`src/rtl/des_input_sched.sv`:
```
// Block-level round-robin scheduler for the Triple-DES input assembler.
// Grants whole blocks to the I2C or SRAM byte source and hands finished blocks to the DES core.
module des_input_sched #(
  parameter int BLOCK_BYTES = 8,
  parameter int TIMEOUT     = 255,
  parameter int CNT_W       = $clog2(BLOCK_BYTES + 1)
) (
  input  logic             clk,
  input  logic             rst,
  input  logic             i2c_req,
  output logic             i2c_ack,
  input  logic             sram_req,
  output logic             sram_ack,
  output logic             dir_sel,
  output logic             read_enable,
  output logic             ib_clear,
  input  logic             ib_data_ready,
  output logic             blk_valid,
  output logic             blk_src,
  input  logic             des_ready,
  output logic             busy,
  output logic [CNT_W-1:0] byte_cnt,
  output logic             timeout_err
);

  // state    | meaning
  // IDLE     | no owner; arbitrate between pending requests
  // LOAD     | owner streams bytes into the assembler
  // WAIT_RDY | all strobes issued; waiting for the assembled block
  // HOLD     | block presented to the DES core until accepted
  typedef enum logic [1:0] {
    IDLE     = 2'd0,
    LOAD     = 2'd1,
    WAIT_RDY = 2'd2,
    HOLD     = 2'd3
  } state_t;

  localparam int IDLE_W = (TIMEOUT > 0) ? $clog2(TIMEOUT + 1) : 1;
  localparam logic [IDLE_W-1:0] TO_VAL    = IDLE_W'(TIMEOUT);
  localparam logic [CNT_W-1:0]  LAST_BYTE = CNT_W'(BLOCK_BYTES - 1);

  state_t              state_q, state_n;
  logic [CNT_W-1:0]    byte_cnt_q, byte_cnt_n;
  logic [IDLE_W-1:0]   idle_cnt_q, idle_cnt_n;
  logic [IDLE_W-1:0]   idle_inc;
  logic                owner_q, owner_n;
  logic                last_q, last_n;
  logic                abort_q, abort_n;
  logic                owner_req;
  logic                hit_to;
  logic                strobe;
  logic                present;

  always_ff @(posedge clk) begin
    if (rst) begin
      state_q    <= IDLE;
      byte_cnt_q <= '0;
      idle_cnt_q <= '0;
      owner_q    <= 1'b0;
      last_q     <= 1'b1;
      abort_q    <= 1'b0;
    end else begin
      state_q    <= state_n;
      byte_cnt_q <= byte_cnt_n;
      idle_cnt_q <= idle_cnt_n;
      owner_q    <= owner_n;
      last_q     <= last_n;
      abort_q    <= abort_n;
    end
  end

  always_comb begin
    state_n    = state_q;
    byte_cnt_n = byte_cnt_q;
    idle_cnt_n = idle_cnt_q;
    owner_n    = owner_q;
    last_n     = last_q;
    abort_n    = 1'b0;
    strobe     = 1'b0;
    present    = 1'b0;
    owner_req  = owner_q ? sram_req : i2c_req;
    idle_inc   = idle_cnt_q + 1'b1;
    hit_to     = (TIMEOUT > 0) && (idle_inc == TO_VAL);

    case (state_q)
      IDLE: begin
        if (i2c_req || sram_req) begin
          // on a tie the source that was not served last wins
          owner_n    = (i2c_req && sram_req) ? ~last_q : sram_req;
          byte_cnt_n = '0;
          idle_cnt_n = '0;
          state_n    = LOAD;
        end
      end
      LOAD: begin
        if (owner_req) begin
          strobe     = 1'b1;
          byte_cnt_n = byte_cnt_q + 1'b1;
          idle_cnt_n = '0;
          if (byte_cnt_q == LAST_BYTE) begin
            state_n = WAIT_RDY;
          end
        end else if (hit_to) begin
          abort_n = 1'b1;
        end else begin
          idle_cnt_n = idle_inc;
        end
      end
      WAIT_RDY: begin
        if (ib_data_ready) begin
          state_n = HOLD;
        end else if (hit_to) begin
          abort_n = 1'b1;
        end else begin
          idle_cnt_n = idle_inc;
        end
      end
      HOLD: begin
        present = 1'b1;
        if (des_ready) begin
          last_n     = owner_q;
          byte_cnt_n = '0;
          state_n    = IDLE;
        end
      end
      default: begin
        state_n = IDLE;
      end
    endcase

    // a stalled owner loses its turn so the other source is preferred next
    if (abort_n) begin
      last_n     = owner_q;
      byte_cnt_n = '0;
      idle_cnt_n = '0;
      state_n    = IDLE;
    end
  end

  // outputs are forced quiet while reset is held, except the assembler clear
  assign read_enable = ~rst & strobe;
  assign i2c_ack     = ~rst & strobe & ~owner_q;
  assign sram_ack    = ~rst & strobe & owner_q;
  assign dir_sel     = ~rst & owner_q;
  assign blk_src     = ~rst & owner_q;
  assign blk_valid   = ~rst & present;
  assign busy        = ~rst & (state_q != IDLE);
  assign byte_cnt    = rst ? '0 : byte_cnt_q;
  assign timeout_err = ~rst & abort_q;
  assign ib_clear    = rst | abort_q;

endmodule
```
`config.mk`:
```
export PLATFORM = sky130hd
export DESIGN_NAME = des_input_sched
export DESIGN_NICKNAME = d
export VERILOG_FILES = /design/src/rtl/des_input_sched.sv
export SDC_FILE = /design/constraint.sdc
export NUM_CORES = 1
export LEC_CHECK = 0
export CORE_MARGIN = 2
export CORE_UTILIZATION = 45
export CTS_CLUSTER_SIZE = 8
export DETAILED_ROUTE_END_ITERATION = 8
export HOLD_SLACK_MARGIN = 0.06
export PLACE_DENSITY = 0.69
export SETUP_SLACK_MARGIN = 0.2
export SYNTH_ARGS = -nofsm -noshare
export SYNTH_HDL_FRONTEND = slang
export SYNTH_SLANG_ARGS = --single-unit
```
`constraint.sdc`:
```
create_clock -name clk -period 2.5 [get_ports clk]
set_input_delay 0.25 -clock clk [delete_from_list [all_inputs] [get_ports clk]]
set_output_delay 0.25 -clock clk [all_outputs]
set_load 0.05 [all_outputs]
```
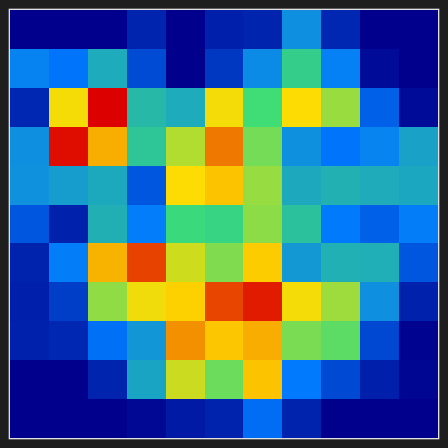
Fig. 1. Wiring heat map (run 1).
The die is cut into 11 by 11 equal tiles; dark blue is low, red is high, scaled to the fullest tile. Values are wire area over tile area, all layers added.
The mean over all tiles is 0.14. 29% of the tiles are over half the peak. The emptiest ninth of the die: south-west. 16% of the tiles are nearly empty.

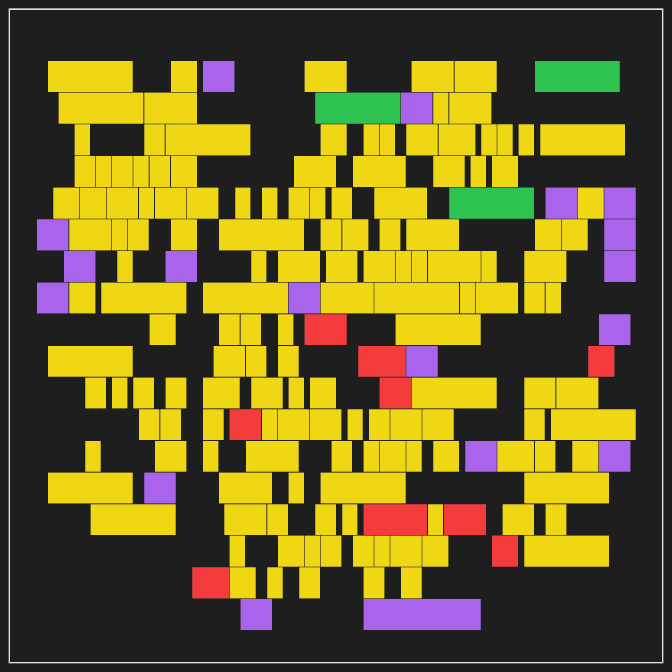
Fig. 2. Cell sizes after repair (run 1).
Key: drive 3 to 4 = purple [cells 18, most used buf_4]; drive 1 or less = yellow [cells 146, most used nor2_1]; drive 2 = red [cells 9, most used or2_2]; drive 6 and up = green [cells 3, most used buf_12]

==> results.toml, run 1 <==
# physical design summary
[run_status]
status = "completed"

[worst_hold_path]
min_to = "byte_cnt_q[1]"
hold_path.class = "reg -> reg"
worstHoldStart = "byte_cnt_q[1]"
whs_path_depth = 2

[cells_and_area]
fin_nets = 191
instances_no_fill = 206
n_all_inverters = 5
layout_top_cells = "nor2_1 (19), dfxtp_1 (17), buf_4 (14)"
buffer_area_share_pct = 14.7
clkbuf_count = 4
comb_share_pct = 56.5
nMultiInputCombCells = 128
final_cell_area_sq_um = 1470
largest_register = "idle_cnt_q"
comb_area_sq_um = 830
largestRegisters = "idle_cnt_q (8), byte_cnt_q (4), state_q (2)"
largest_reg_flops = 8
areaGrowthSynthToFinish_pct = 20.4
nNonClkBuffers = 22
clkCellAreaFrac_pct = 1.79
drive_gt1_share_pct = 17.0

[setup_path]
path_cells = "inv_1, ha_1, nor3b_1, a211o_2, or3_1, or2_2, a21oi_1"
worstReg2RegEnd = "idle_cnt_q[5]"
worstPathRequired_ns = 2.73
worstSetupPathType = "reg -> reg"
crit_cells = 7
worst-r2r-setup-slack_ns = 0.34
critPathMaxStageDelay_ns = 0.40
crit_family = "simple AND/OR/NAND/NOR gates"
slowest_stage = "dfxtp_1"
setup.worst_path.end = "idle_cnt_q[5]"
startpoint = "state_q[0]"
cp_max_fo = 10

[power]
total_power_mw = 1.04
clock_power_mw = 0.147
power.share.switching_pct = 45.7
pwr-share-comb_pct = 53.7
internal-power_mw = 0.566
power.switching_mw = 0.476
p_clk_share_pct = 14.2
p_leak_nw = 0.544
power_density_nw_per_um2 = 710

[synthesis]
common_cells = "nor2_1 (19), dfxtp_1 (17), nand2_1 (13)"
largest_area_cell = "dfxtp_1"
simple_gate_share_pct = 35.0
synthesis.nets = 171
syn_inst = 157
synthAoiAreaFrac_pct = 21.4
ys_ff = 17
synthArstFlopShare_pct = 0
top_logic_kind = "simple AND/OR/NAND/NOR gates"
yosysWarnings = 0
ys_cells = 157
yosys_area_sq_um = 1220
ys_sh_adder_pct = 8.21
synth_area_sq_um = 1220
syn_avg_cell_area_sq_um = 7.76
edf_count = 0
most_common_cell = "nor2_1"
ys_seq_share_pct = 27.9
ys_sh_mux_pct = 3.29
top_cells_by_area = "dfxtp_1 (28%), ha_1 (8.2%), nor2_1 (5.9%), nor2b_1 (5.1%), a21oi_1 (4.5%)"

[timing]
timing.fmax_mhz = 463
holdWs_ns = 0.495
finalSetupTns_ns = 0
final_hold_viol_count = 0
layout_setup_ws_ns = 0.339
slew_headroom_pct = 60.2
maxSlewViolCount = 0
final.period_utilization_pct = 86.5
setup_viol = 0
clock_skew_ns = 0.00606

[grt]
grt_pass1_vias = 1007
antenna_found_initial = 0
grt_max_degree = 20
met1_usage_pct = 27.5
grtUsageMet3_pct = 4.42
grt_util_met2_pct = 28.6
grt_pass1_wl_microns = 4860

[drt]
vias = 1192
wl_met1_microns = 1380
dr.pass1.iters = 4
vias_per_cell = 5.79
routedWlPerCell_microns = 13.6
ant_nets = 0
first_iter_violations = 50
drt-total-wl_microns = 2810

[die]
core_sq_um = 2520
chip_area_sq_um = 3140
die_height_microns = 56.0
fp_util_pct = 48.3
io_pins = 19

[placed_design]
postPlaceCellArea_sq_um = 1440
pre_cts_slack_ns = 0.250
io_buffers = 18

[flow_run]
cap_viol_max_count = 0
warnings = 32

[clocking]
cts_tree = "yes"
hold_buffers = 0
clock_latency_ns = 0.29
ctsResizeCount = 0
clockBufferDepth = 2
cts_buffers = 3
cts_root_buf = "clkbuf_4"
clkTransAtPathRegs_ns = 0.10
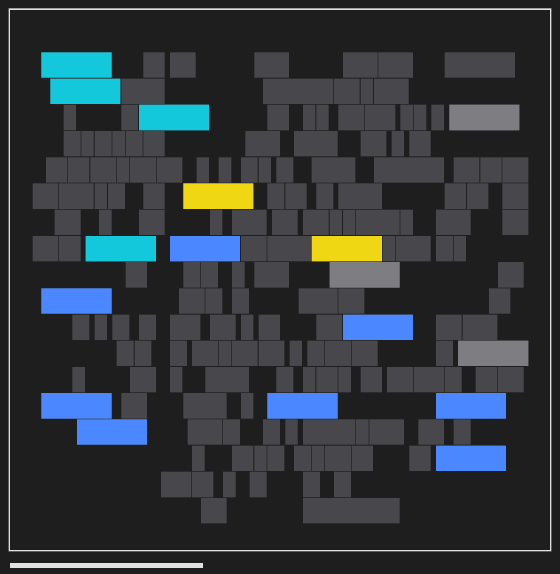
Fig. 3. Sequential cells coloured by netlist name (run 1).
Scale bar: 20 microns.
Key: idle_cnt_q = blue [placed flops 8]; state_q = yellow [placed flops 2]; byte_cnt_q = cyan [placed flops 4, where north-west]
Another 3 sequential cells are not coloured.
seq pwr: 0.334 mW
fraction of area in registers: 23.2%

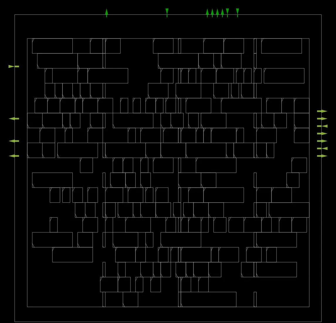
Fig. 4. Placed standard cells (run 1).
Layout fillers: 251
seq_cells: 17

## Run 2: what changed since run 1
clock period = 2.42 ns   (was 2.5 ns; I/O delays follow)
==> results.toml, run 2 <==
# physical design summary
[synthesis]
largest_area_cell = "dfxtp_1"
yosysWarnings = 0
ys_sh_adder_pct = 8.21
yosys_area_sq_um = 1220
synthesis.nets = 171
top_cells_by_area = "dfxtp_1 (28%), ha_1 (8.2%), nor2_1 (5.9%), nor2b_1 (5.1%), a21oi_1 (4.5%)"
ys_seq_share_pct = 27.9
top_logic_kind = "simple AND/OR/NAND/NOR gates"
synthAoiAreaFrac_pct = 21.4
synth_area_sq_um = 1220
ys_ff = 17

[cells_and_area]
comb_share_pct = 54.8
largest_reg_flops = 8
nNonClkBuffers = 27
seq_cells = 17
drive_gt1_share_pct = 22.1
instances_no_fill = 211
clkbuf_count = 3
clkCellAreaFrac_pct = 1.80
sh_seq_area_pct = 22.4
nMultiInputCombCells = 128
largest_register = "idle_cnt_q"
comb_area_sq_um = 840
fin_nets = 196

[die]
chip_area_sq_um = 3140
die_height_microns = 56.0

[placed_design]
pre_cts_slack_ns = 0.257
io_buffers = 18
postPlaceCellArea_sq_um = 1460

[drt]
wl_met1_microns = 1370
ant_nets = 0
dr.pass1.iters = 5
routedWlPerCell_microns = 13.8
vias = 1219
drt-total-wl_microns = 2920
vias_per_cell = 5.78
first_iter_violations = 45

[setup_path]
startpoint = "state_q[0]"
path_cells = "inv_1, ha_1, nor3b_1, a211o_2, or3_1, or2_2, a21oi_1"
cp_max_fo = 5
worstPathRequired_ns = 2.65
worstSetupPathType = "reg -> reg"
worst-r2r-setup-slack_ns = 0.29
worstReg2RegEnd = "idle_cnt_q[5]"
setup.worst_path.end = "idle_cnt_q[5]"
crit_cells = 7

[power]
pwr-share-comb_pct = 55.9
total_power_mw = 1.14
power.switching_mw = 0.518
internal-power_mw = 0.625
clock_power_mw = 0.154
p_seq_mw = 0.350
p_clk_share_pct = 13.5

[worst_hold_path]
worstHoldStart = "byte_cnt_q[1]"
hold_path.class = "reg -> reg"
min_to = "byte_cnt_q[1]"

[timing]
layout_setup_ws_ns = 0.290
final_hold_viol_count = 0
clock_skew_ns = 0.00476
final.period_utilization_pct = 88.0

[clocking]
ctsResizeCount = 0
clockBufferDepth = 2
hold_buffers = 0
clock_latency_ns = 0.29
cts_buffers = 3

[grt]
grt_pass1_wl_microns = 4900
grtUsageMet3_pct = 5.58
grt_pass1_vias = 1056
grt_util_met2_pct = 30.1
antenna_found_initial = 0

[run_status]
status = "completed"

[flow_run]
cap_viol_max_count = 0
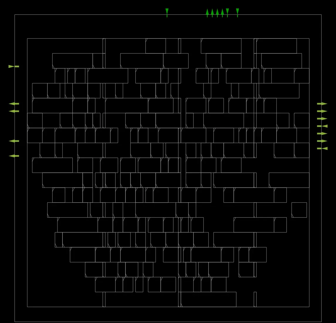
Fig. 5. Placed standard cells (run 2).
core area: 2520 sq um
Layout fillers: 225

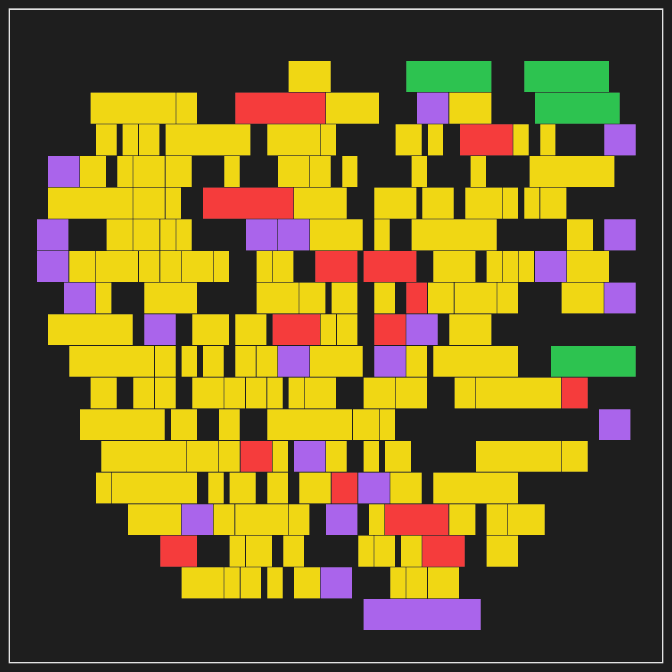
Fig. 6. Cell sizes after repair (run 2).
Key: drive 2 = red [cells 14]; drive 6 and up = green [cells 4, most used buf_12]; drive 1 or less = yellow [cells 141, most used nor2_1]; drive 3 to 4 = purple [cells 22, most used buf_4]

Power is estimated from default activity; no workload was simulated.
